[src/rtl/decode_stage_if.sv]
// Fetch-to-decode and decode-to-consumer handshake bundle for decode_stage.
// master = the fetch/consumer side, slave = the decode stage itself.
interface decode_stage_if #(
  parameter int XLEN = 32
);
  logic            in_valid;
  logic            in_ready;
  logic [31:0]     in_inst;
  logic [XLEN-1:0] in_pc;
  logic            out_valid;
  logic            out_ready;
  logic [6:0]      dec_opcode;
  logic [2:0]      dec_funct3;
  logic [4:0]      dec_rd;
  logic [4:0]      dec_rs1;
  logic [4:0]      dec_rs2;
  logic [XLEN-1:0] dec_imm;
  logic [16:0]     dec_cu_info;
  logic            dec_illegal;
  logic [XLEN-1:0] dec_pc;

  modport master (
    output in_valid, in_inst, in_pc, out_ready,
    input  in_ready, out_valid, dec_opcode, dec_funct3, dec_rd, dec_rs1,
           dec_rs2, dec_imm, dec_cu_info, dec_illegal, dec_pc
  );

  modport slave (
    input  in_valid, in_inst, in_pc, out_ready,
    output in_ready, out_valid, dec_opcode, dec_funct3, dec_rd, dec_rs1,
           dec_rs2, dec_imm, dec_cu_info, dec_illegal, dec_pc
  );
endinterface

[src/rtl/decode_stage.sv]
// Registered RV32I decode stage: combinational decode into a 2-entry
// output/skid buffer so in_ready never depends combinationally on out_ready.
module decode_stage #(
  parameter int XLEN          = 32,
  parameter bit CHECK_ILLEGAL = 1'b1
) (
  input  logic          clk,
  input  logic          rst_n,
  input  logic          flush,
  decode_stage_if.slave bus
);

  localparam logic [6:0] OPC_LUI    = 7'b0110111;
  localparam logic [6:0] OPC_AUIPC  = 7'b0010111;
  localparam logic [6:0] OPC_JAL    = 7'b1101111;
  localparam logic [6:0] OPC_JALR   = 7'b1100111;
  localparam logic [6:0] OPC_BRANCH = 7'b1100011;
  localparam logic [6:0] OPC_LOAD   = 7'b0000011;
  localparam logic [6:0] OPC_STORE  = 7'b0100011;
  localparam logic [6:0] OPC_OPIMM  = 7'b0010011;
  localparam logic [6:0] OPC_OP     = 7'b0110011;
  localparam logic [6:0] OPC_SYSTEM = 7'b1110011;

  typedef struct packed {
    logic [6:0]      opcode;
    logic [2:0]      funct3;
    logic [4:0]      rd;
    logic [4:0]      rs1;
    logic [4:0]      rs2;
    logic [XLEN-1:0] imm;
    logic [16:0]     cu_info;
    logic            illegal;
    logic [XLEN-1:0] pc;
  } entry_t;

  function automatic logic signed [XLEN-1:0] sext_imm(input logic signed [31:0] v);
    return XLEN'(v);
  endfunction

  logic [31:0] inst;
  logic [6:0]  opc;
  logic [2:0]  f3;
  logic [6:0]  f7;
  logic        raw_ill_p0;
  entry_t      dec_p0;

  assign inst = bus.in_inst;
  assign opc  = inst[6:0];
  assign f3   = inst[14:12];
  assign f7   = inst[31:25];

  always_comb begin
    dec_p0        = '0;
    raw_ill_p0    = 1'b0;
    dec_p0.opcode = opc;
    dec_p0.pc     = bus.in_pc;
    case (opc)
      OPC_OP: begin
        dec_p0.rd      = inst[11:7];
        dec_p0.rs1     = inst[19:15];
        dec_p0.rs2     = inst[24:20];
        dec_p0.funct3  = f3;
        dec_p0.cu_info = {f7, f3, opc};
        raw_ill_p0     = !((f7 == 7'b0000000) ||
                           (f7 == 7'b0100000 && (f3 == 3'b000 || f3 == 3'b101)));
      end
      OPC_JALR, OPC_LOAD, OPC_OPIMM: begin
        dec_p0.rd      = inst[11:7];
        dec_p0.rs1     = inst[19:15];
        dec_p0.funct3  = f3;
        dec_p0.imm     = sext_imm({{20{inst[31]}}, inst[31:20]});
        dec_p0.cu_info = {7'b0, f3, opc};
        if (opc == OPC_JALR) begin
          raw_ill_p0 = (f3 != 3'b000);
        end else if (opc == OPC_LOAD) begin
          raw_ill_p0 = (f3 == 3'b011) || (f3 == 3'b110) || (f3 == 3'b111);
        end else if (f3 == 3'b001 || f3 == 3'b101) begin
          // Shift-immediates carry the arithmetic-shift selector in bit 30.
          dec_p0.cu_info = {f7 & 7'b0100000, f3, opc};
          raw_ill_p0     = (f3 == 3'b001) ? (f7 != 7'b0000000)
                                          : !(f7 == 7'b0000000 || f7 == 7'b0100000);
        end
      end
      OPC_STORE: begin
        dec_p0.rs1     = inst[19:15];
        dec_p0.rs2     = inst[24:20];
        dec_p0.funct3  = f3;
        dec_p0.imm     = sext_imm({{20{inst[31]}}, inst[31:25], inst[11:7]});
        dec_p0.cu_info = {7'b0, f3, opc};
        raw_ill_p0     = (f3 > 3'b010);
      end
      OPC_BRANCH: begin
        dec_p0.rs1     = inst[19:15];
        dec_p0.rs2     = inst[24:20];
        dec_p0.funct3  = f3;
        dec_p0.imm     = sext_imm({{19{inst[31]}}, inst[31], inst[7], inst[30:25],
                                   inst[11:8], 1'b0});
        dec_p0.cu_info = {7'b0, f3, opc};
        raw_ill_p0     = (f3 == 3'b010) || (f3 == 3'b011);
      end
      OPC_LUI, OPC_AUIPC: begin
        dec_p0.rd      = inst[11:7];
        dec_p0.imm     = sext_imm({inst[31:12], 12'b0});
        dec_p0.cu_info = {10'b0, opc};
      end
      OPC_JAL: begin
        dec_p0.rd      = inst[11:7];
        dec_p0.imm     = sext_imm({{11{inst[31]}}, inst[31], inst[19:12], inst[20],
                                   inst[30:21], 1'b0});
        dec_p0.cu_info = {10'b0, opc};
      end
      OPC_SYSTEM: begin
        dec_p0.funct3  = f3;
        dec_p0.cu_info = {10'b0, opc};
      end
      default: raw_ill_p0 = 1'b1;
    endcase
    if (inst[1:0] != 2'b11) raw_ill_p0 = 1'b1;
    // Illegal words keep only their PC so the trap path can report it.
    if (CHECK_ILLEGAL && raw_ill_p0) begin
      dec_p0         = '0;
      dec_p0.pc      = bus.in_pc;
      dec_p0.illegal = 1'b1;
    end
  end

  // ---- stage p1: output entry (O) and skid entry (S) ----
  entry_t out_p1;
  entry_t skid_p1;
  logic   vld_out_p1;
  logic   vld_skid_p1;
  logic   accept;
  logic   drain;

  assign accept = bus.in_valid && !vld_skid_p1;
  assign drain  = !vld_out_p1 || bus.out_ready;

  always_ff @(posedge clk or negedge rst_n) begin
    if (!rst_n) begin
      vld_out_p1  <= 1'b0;
      vld_skid_p1 <= 1'b0;
      out_p1      <= '0;
      skid_p1     <= '0;
    end else if (flush) begin
      vld_out_p1  <= 1'b0;
      vld_skid_p1 <= 1'b0;
    end else if (drain) begin
      if (vld_skid_p1) begin
        out_p1      <= skid_p1;
        vld_out_p1  <= 1'b1;
        vld_skid_p1 <= 1'b0;
      end else begin
        vld_out_p1 <= accept;
        if (accept) out_p1 <= dec_p0;
      end
    end else if (accept) begin
      skid_p1     <= dec_p0;
      vld_skid_p1 <= 1'b1;
    end
  end

  assign bus.in_ready    = !vld_skid_p1;
  assign bus.out_valid   = vld_out_p1;
  assign bus.dec_opcode  = out_p1.opcode;
  assign bus.dec_funct3  = out_p1.funct3;
  assign bus.dec_rd      = out_p1.rd;
  assign bus.dec_rs1     = out_p1.rs1;
  assign bus.dec_rs2     = out_p1.rs2;
  assign bus.dec_imm     = out_p1.imm;
  assign bus.dec_cu_info = out_p1.cu_info;
  assign bus.dec_illegal = out_p1.illegal;
  assign bus.dec_pc      = out_p1.pc;

endmodule
[src/flat_wrapper.sv]
// flat-port wrapper written by rule: the top's interface ports become plain ports
module decode_stage_flat 
#(
  parameter int XLEN          = 32,
  parameter bit CHECK_ILLEGAL = 1'b1
)
  (clk, rst_n, flush, bus_in_valid, bus_in_inst, bus_in_pc, bus_out_ready, bus_in_ready, bus_out_valid, bus_dec_opcode, bus_dec_funct3, bus_dec_rd, bus_dec_rs1, bus_dec_rs2, bus_dec_imm, bus_dec_cu_info, bus_dec_illegal, bus_dec_pc);
  decode_stage_if #(.XLEN(XLEN)) bus_i ();
  input  logic clk;
  input  logic rst_n;
  input  logic flush;
  input wire logic [$bits(bus_i.in_valid)-1:0] bus_in_valid;
  input wire logic [$bits(bus_i.in_inst)-1:0] bus_in_inst;
  input wire logic [$bits(bus_i.in_pc)-1:0] bus_in_pc;
  input wire logic [$bits(bus_i.out_ready)-1:0] bus_out_ready;
  output wire logic [$bits(bus_i.in_ready)-1:0] bus_in_ready;
  output wire logic [$bits(bus_i.out_valid)-1:0] bus_out_valid;
  output wire logic [$bits(bus_i.dec_opcode)-1:0] bus_dec_opcode;
  output wire logic [$bits(bus_i.dec_funct3)-1:0] bus_dec_funct3;
  output wire logic [$bits(bus_i.dec_rd)-1:0] bus_dec_rd;
  output wire logic [$bits(bus_i.dec_rs1)-1:0] bus_dec_rs1;
  output wire logic [$bits(bus_i.dec_rs2)-1:0] bus_dec_rs2;
  output wire logic [$bits(bus_i.dec_imm)-1:0] bus_dec_imm;
  output wire logic [$bits(bus_i.dec_cu_info)-1:0] bus_dec_cu_info;
  output wire logic [$bits(bus_i.dec_illegal)-1:0] bus_dec_illegal;
  output wire logic [$bits(bus_i.dec_pc)-1:0] bus_dec_pc;
  assign bus_i.in_valid = bus_in_valid;
  assign bus_i.in_inst = bus_in_inst;
  assign bus_i.in_pc = bus_in_pc;
  assign bus_i.out_ready = bus_out_ready;
  assign bus_in_ready = bus_i.in_ready;
  assign bus_out_valid = bus_i.out_valid;
  assign bus_dec_opcode = bus_i.dec_opcode;
  assign bus_dec_funct3 = bus_i.dec_funct3;
  assign bus_dec_rd = bus_i.dec_rd;
  assign bus_dec_rs1 = bus_i.dec_rs1;
  assign bus_dec_rs2 = bus_i.dec_rs2;
  assign bus_dec_imm = bus_i.dec_imm;
  assign bus_dec_cu_info = bus_i.dec_cu_info;
  assign bus_dec_illegal = bus_i.dec_illegal;
  assign bus_dec_pc = bus_i.dec_pc;
  decode_stage #(.XLEN(XLEN), .CHECK_ILLEGAL(CHECK_ILLEGAL)) u_core (.clk(clk), .rst_n(rst_n), .flush(flush), .bus(bus_i));
endmodule
[config.mk]
export PLATFORM = sky130hd
export DESIGN_NAME = decode_stage_flat
export DESIGN_NICKNAME = d
export VERILOG_FILES = /design/src/rtl/decode_stage_if.sv /design/src/rtl/decode_stage.sv /design/src/flat_wrapper.sv
export SDC_FILE = /design/constraint.sdc
export NUM_CORES = 1
export LEC_CHECK = 0
export CORE_MARGIN = 8
export CORE_UTILIZATION = 40
export DETAILED_ROUTE_END_ITERATION = 8
export PLACE_DENSITY = 0.66
export SLEW_MARGIN = 10
export SYNTH_ARGS = -nofsm -noshare
export SYNTH_HDL_FRONTEND = slang
export SYNTH_SLANG_ARGS = --single-unit
[constraint.sdc]
create_clock -name clk -period 1.85 [get_ports clk]
set_input_delay 0.185 -clock clk [delete_from_list [all_inputs] [get_ports clk]]
set_output_delay 0.185 -clock clk [all_outputs]
set_load 0.05 [all_outputs]
==> results.json <==
{
  "outcome": "finished, final reports clean",
  "fmax_mhz": 572,
  "wl_met1_um": 13300,
  "dp_cells": 1529,
  "syn_inst": 1021,
  "initialDrtViolationCount": 755,
  "cts_setup_buffers": 2,
  "fin_area_um2": 13600,
  "clk_pin_slew_ns": 0.06,
  "fa_ha_area_share_pct": 0,
  "fp_util_pct": 40.4,
  "top_layer_used": "met5",
  "ant_nets": 0,
  "power_uw": 12200,
  "wl_met3_um": 2840,
  "cts_tree": "yes",
  "synth-edff-count": 0,
  "clockBufferDepth": 3,
  "finalCritPeriodShare_pct": 94.4,
  "ys_seq_share_pct": 55.6,
  "grt_use_met3_pct": 6.28,
  "ir_drop_uv": 729,
  "finalSetupTns_ns": 0,
  "intPower_uw": 8950,
  "path_buffers": 4,
  "drc": 0,
  "place_ws_ns": -0.733,
  "r2r_cells": 7,
  "avgViaCountPerCell": 5.40,
  "clkPwrFrac_pct": 43.5,
  "area_leaders": "dfrtp_1 56%, nand2_1 9.3%, o31ai_1 6.2%",
  "fin_nets": 1310,
  "synth_top_area_share_pct": 55.6,
  "holdPathStages": 4,
  "ys_sh_mux_pct": 3.29,
  "max_slew_margin_pct": 56.0,
  "yosysCellCount": 1021,
  "drive_gt1_share_pct": 16.9,
  "aoi_share_pct": 18.5,
  "cp-startpoint": "u_core.vld_skid_p1",
  "crit_cells": 4,
  "slowest_delay_ns": 0.51,
  "pwr-share-comb_pct": 14.0,
  "r2r_start": "u_core.vld_skid_p1",
  "regArea_um2": 5410,
  "setup_violations": 0,
  "drv_slew": 0,
  "crit_chain": "buf_16 -> clkinv_2 -> buf_6 -> buf_8",
  "synth_nets": 1090,
  "grt_pass1_wl_um": 48400,
  "ys_sh_simple_pct": 17.8,
  "avgSynthCellArea_um2": 9.53,
  "dieArea_um2": 29600,
  "dpl.hpwl_um": 19600,
  "hold_ws_ns": 0.139,
  "grt_usage_pct": 20.4,
  "hold_start": "bus_in_inst[30]",
  "finalWorstSetupSlack_ns": 0.103,
  "met2_usage_pct": 31.4,
  "overflow": 0,
  "layout_top_cell": "nand2_1",
  "gp_congestion": 0.898,
  "logic_area_um2": 4060,
  "rsz0062_at_grt": "no",
  "fin_cells": 1582,
  "io_pins": 178
}
-- state kept, by name, summed over array words and instances, names as in the netlist, 3 cells and up --
name                    flops
u_core.skid_p1            107
u_core.bus.dec_imm         32
u_core.bus.dec_pc          32
u_core.bus.dec_cu_info     17
u_core.bus.dec_opcode       7
u_core.bus.dec_rd           5
u_core.bus.dec_rs1          5
u_core.bus.dec_rs2          5
u_core.bus.dec_funct3       3
-- final timing paths --
| kind | end | slack (ns) |
|---|---|---|
| max | bus_in_ready | 0.10 |
| min | u_core.bus.dec_imm[10] | 0.14 |
| max reg2reg | u_core.bus.dec_rs1[3] | 0.14 |
| min reg2reg | u_core.skid_p1[60] | 0.47 |
| max in group asynchronous | u_core.skid_p1[89] | 0.97 |
| min in group asynchronous | u_core.bus.dec_rd[2] | 0.20 |
-- synth_stat cells, types with 8 or more instances --
cell type,n
inv_1,13
o31ai_1,80
mux2i_1,32
dfrtp_1,216
a21oi_1,93
nand3_1,22
and2_1,10
nor2_1,15
buf_2,8
o21ai_0,74
and3_1,68
clkbuf_1,70
nand2_1,242
o41ai_1,14
-- kinds of logic after synthesis --
family,count (synthesis)
and+or+nand+nor,382
AOI/OAI and AO/OA,285
DFF,216
buffers and inverters,105
muxes,32
xor gates and xnor gates,1
-- area by class of cell --
class / count / area share [%]
well taps: 324 / 2.98
repair buffers: 285 / 20.4
multi-input cells: 700 / 29.9
flip-flops and latches: 216 / 39.8
clock inverters: 8 / 1.23
clock buffers: 35 / 5.25
inverters: 14 / 0.396
-- power groups by stage --
stage	registers (uW)	clock network, uW	logic, uW
after global routing	5220	5580	1850
after floorplan	5660	0	489
final	5180	5300	1700
after CTS	5190	5430	1710
after detailed placement	5260	0	1780
after global placement	5260	0	1750
Figure 1. Clock network drawn from the DEF.
Bar = 50 um.
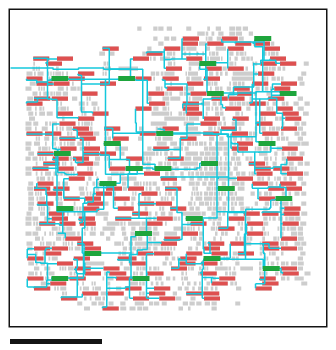
red -> flip-flops  # count 216
cyan -> clock wires  # length 2900 um
green -> clock drivers  # count 24
flops lie = all over the die
clock latency on the worst-skew pair: 0.52 ns
Post-Route Skew: 0.0185 ns

Figure 2. Cell placement.
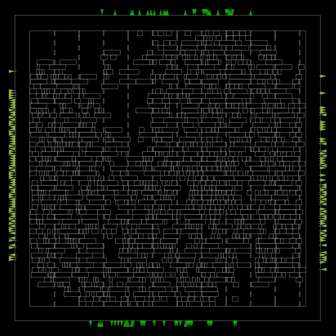
CORE AREA: 24100 um2
fillcell total: 2205
Rows: 57
tap cells: 324

Figure 3. Metal layers overlaid.
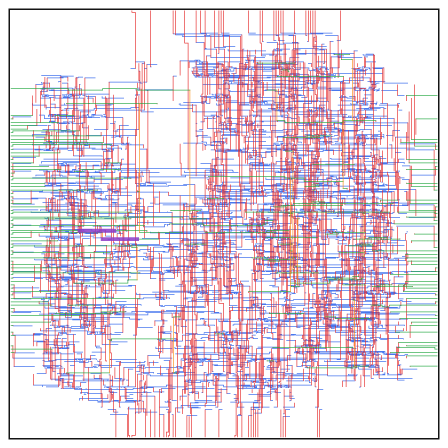
purple -> metal 5  # wire length 27.6 um
green -> metal 3  # wire length 2840 um
blue -> metal 1  # wire length 13300 um
red -> metal 2  # wire length 13800 um
orange -> metal 4  # wire length 375 um
DR vias: 8537
wire length per cell: 19.2 um
total wire length: 30300 um

Power figures rest on the tool's default switching activity, not on a simulated workload.
